`src/rtl/fft_frame_loader.sv`:
```
// fft_frame_loader: collects a serial valid/ready stream of complex samples
// into N-point frames using two banks (ping-pong). One bank is presented to
// the FFT on zr/zi while the other fills.
module fft_frame_loader #(
  parameter int DATA_WIDTH = 16,
  parameter int N          = 16
) (
  input  logic                         clk,
  input  logic                         rst_n,
  input  logic                         s_valid,
  output logic                         s_ready,
  input  logic signed [DATA_WIDTH-1:0] s_re,
  input  logic signed [DATA_WIDTH-1:0] s_im,
  input  logic                         s_last,
  output logic                         frame_valid,
  input  logic                         frame_ready,
  output logic signed [DATA_WIDTH-1:0] zr [0:N-1],
  output logic signed [DATA_WIDTH-1:0] zi [0:N-1],
  output logic                         frame_err,
  output logic [7:0]                   drop_cnt
);

  localparam int CW = $clog2(N);

  logic signed [DATA_WIDTH-1:0] r_bank_re [0:1][0:N-1];
  logic signed [DATA_WIDTH-1:0] r_bank_im [0:1][0:N-1];
  logic [1:0]                   r_bank_full;
  logic                         r_wr_sel;
  logic                         r_rd_sel;
  logic [CW-1:0]                r_wr_cnt;
  logic                         r_frame_err;
  logic [7:0]                   r_drop_cnt;

  logic w_accept;
  logic w_consume;
  logic w_at_end;

  // The write bank can only be full once the read side has not yet drained
  // it, so s_ready depends on registers alone.
  assign s_ready     = !r_bank_full[r_wr_sel];
  assign frame_valid = r_bank_full[r_rd_sel];
  assign frame_err   = r_frame_err;
  assign drop_cnt    = r_drop_cnt;

  assign w_accept  = s_valid && s_ready;
  assign w_consume = frame_valid && frame_ready;
  assign w_at_end  = (r_wr_cnt == CW'(N - 1));

  // Sample storage: clear on reset, otherwise write the accepted sample.
  always_ff @(posedge clk) begin
    if (!rst_n) begin
      for (int unsigned b = 0; b < 2; b++) begin
        for (int unsigned k = 0; k < N; k++) begin
          r_bank_re[b][k] <= '0;
          r_bank_im[b][k] <= '0;
        end
      end
    end else if (w_accept) begin
      r_bank_re[r_wr_sel][r_wr_cnt] <= s_re;
      r_bank_im[r_wr_sel][r_wr_cnt] <= s_im;
    end
  end

  // Write/read bookkeeping; fill and drain touch different bank_full bits.
  always_ff @(posedge clk) begin
    if (!rst_n) begin
      r_bank_full <= '0;
      r_wr_sel    <= 1'b0;
      r_rd_sel    <= 1'b0;
      r_wr_cnt    <= '0;
      r_frame_err <= 1'b0;
      r_drop_cnt  <= '0;
    end else begin
      r_frame_err <= 1'b0;
      if (w_accept) begin
        if (w_at_end) begin
          r_bank_full[r_wr_sel] <= 1'b1;
          r_wr_sel              <= !r_wr_sel;
          r_wr_cnt              <= '0;
          if (!s_last) begin
            r_frame_err <= 1'b1;
          end
        end else if (s_last) begin
          r_wr_cnt    <= '0;
          r_frame_err <= 1'b1;
          if (r_drop_cnt != 8'hFF) begin
            r_drop_cnt <= r_drop_cnt + 8'd1;
          end
        end else begin
          r_wr_cnt <= r_wr_cnt + CW'(1);
        end
      end
      if (w_consume) begin
        r_bank_full[r_rd_sel] <= 1'b0;
        r_rd_sel              <= !r_rd_sel;
      end
    end
  end

  // Present the read bank directly from storage.
  always_comb begin
    for (int unsigned k = 0; k < N; k++) begin
      zr[k] = r_bank_re[r_rd_sel][k];
      zi[k] = r_bank_im[r_rd_sel][k];
    end
  end

endmodule
```
`config.mk`:
```
export PLATFORM = sky130hd
export DESIGN_NAME = fft_frame_loader
export DESIGN_NICKNAME = d
export VERILOG_FILES = /design/src/rtl/fft_frame_loader.sv
export SDC_FILE = /design/constraint.sdc
export NUM_CORES = 1
export LEC_CHECK = 0
export CAP_MARGIN = 40
export CORE_ASPECT_RATIO = 2
export CORE_UTILIZATION = 45
export CTS_BUF_LIST = sky130_fd_sc_hd__clkbuf_4
export CTS_CLUSTER_DIAMETER = 30
export DETAILED_ROUTE_END_ITERATION = 10
export PLACE_DENSITY = 0.74
export SLEW_MARGIN = 20
export SYNTH_ARGS = -nofsm -noshare
export SYNTH_HDL_FRONTEND = slang
export SYNTH_SLANG_ARGS = --single-unit
export TNS_END_PERCENT = 5
```
`constraint.sdc`:
```
create_clock -name clk -period 4.1 [get_ports clk]
set_input_delay 0.82 -clock clk [delete_from_list [all_inputs] [get_ports clk]]
set_output_delay 0.82 -clock clk [all_outputs]
set_load 0.02 [all_outputs]
```
**Wiring by layer**

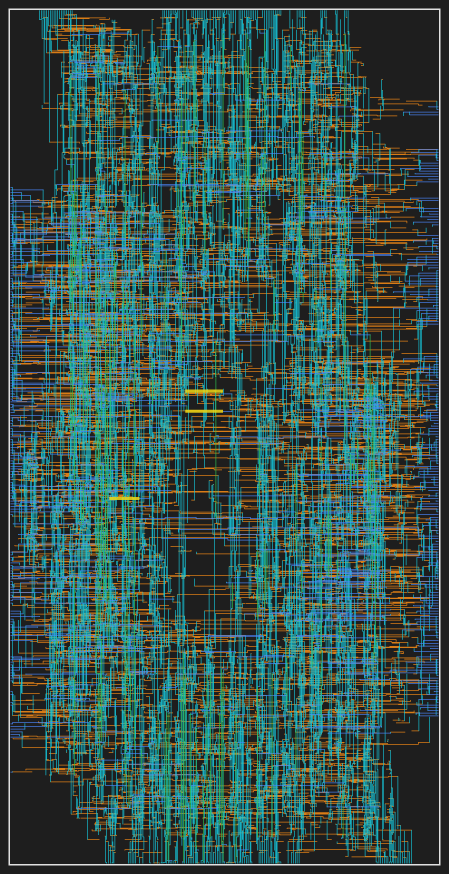
cyan -> M2  # wire length 66.8 mm
green -> M4  # wire length 6610 microns
yellow -> M5  # wire length 48.8 microns
orange -> M1  # wire length 49.4 mm
blue -> M3  # wire length 11700 microns

**Placed standard cells**

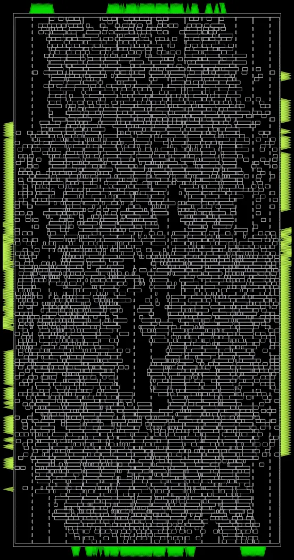
tap cells: 1192
post-layout util: 57.2%

**Sizing map**

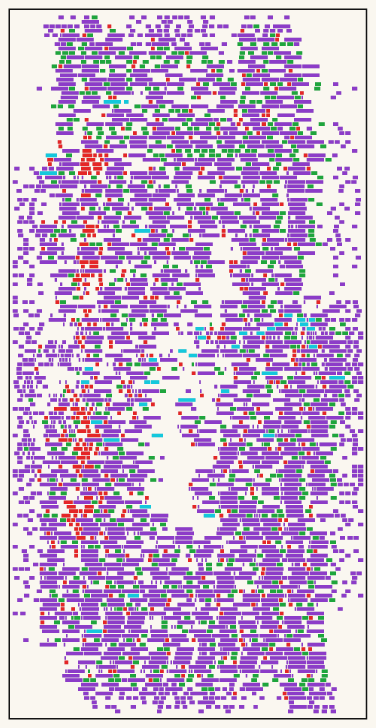
red -> x3 and x4  # cells 460, share 14%, most used clkbuf_4
green -> x2  # cells 629, share 19%, most used mux2_2
cyan -> x6 and larger  # cells 38, share 1.1%, most used buf_8
purple -> x1 and smaller  # cells 2252, share 67%, most used edfxtp_1
final instance area: 52500 sq um
final setup margin: 0.177 ns
buffers outside the clock class: 695
Synth-to-Final Area Change: 25.6%

[per-layer routing]
layer  vias up  GRT usage (%)
li1      10963              -
met1     12986           34.9
met2      1681           47.3
met3       324           5.77
met4         6           14.7
met5         -              0
[worst max-delay path: cells and delay by family, from the launching register on]
kind / cells / cell delay (ns)
buf+inv: 3 / 1.10
mux: 1 / 0.44
flops: 1 / 0.37
[worst paths after layout]
check	endpoint	slack, ns	cells past startpoint
setup / recovery	zr[51]	0.18	4
hold / removal	frame_err$_SDFF_PP0_	0.41	3
setup reg to reg	r_bank_im[1][117]$_DFFE_PP_	0.92	6
hold reg to reg	drop_cnt[7]$_SDFFE_PN0P_	0.53	2
[cell families (layout without fill, tap and decap cells)]
kind of cell    Yosys count  after routing  share of synthesized area [%]
mux                     515            515                           13.9
flops                  1042           1042                           74.5
buf+inv                 192           1074                           2.01
fa+ha+maj                 6              6                          0.180
other cells               0              3                              0
simple gates            684            684                           8.68
compound gates           58             58                          0.773
[layout make-up]
class,instances,share of cell area [%]
antenna,3,0.0143
clock buffer,308,4.40
clock inverter,65,0.725
inverter,6,0.0429
multi-input combinational,1263,19.5
sequential,1042,59.3
tap,1192,2.84
timing repair buffer,695,13.2
[cells in the final DEF (no fill, tap or decap), types with 20 or more instances in the layout]
master,netlist,routed
nor3_2,91,90
nor2_1,293,292
clkinv_1,1,41
nand2_1,54,45
clkdlybuf4s50_1,0,541
mux2_2,513,513
nor3_1,136,136
edfxtp_1,1024,1024
buf_8,0,20
clkbuf_4,0,308
o21ai_4,0,30
buf_4,2,103
and2_1,66,66
[power breakdown]
part / total (mW) / internal (mW) / switching (mW)
Sequential: 12.3 / 12.2 / 0.128
Clock: 7.51 / 3.65 / 3.87
Combinational: 1.74 / 0.603 / 1.14
==> results_dict.tcl <==
# collected from the flow reports
set metrics [dict create \
    status "finished clean" \
    ctsRootBufferMaster "clkbuf_4" \
    setup_violations 0 \
    drt_first_pass_iters 7 \
    post-place-cells 4192 \
    top_layer "met5" \
    met3_length_microns 11700 \
    reg2reg_from "r_wr_sel$_SDFFE_PN0P_" \
    area_leaders "edfxtp_1 74%, mux2_2 14%, nor2_1 2.6%" \
    worst_slew_pin_slew_ns 0.914 \
    die_h_microns 433 \
    clk_latency_ns 1.07 \
    grt_usage_pct 28.4 \
    drc_errors 0 \
    slowest_stage "clkdlybuf4s50_1" \
    grt_pass1_wl_microns 188000 \
    max_cap_viol_count 0 \
    drt-initial-drc-count 2644 \
    hold_ws_ns 0.408 \
    max_stage_delay_ns 0.57 \
    antenna_found_initial 5 \
    vias_per_cell 5.68 \
    logic_area_sq_um 10200 \
    required_ns 3.28 \
    die_area_sq_um 94100 \
    rows 157 \
]
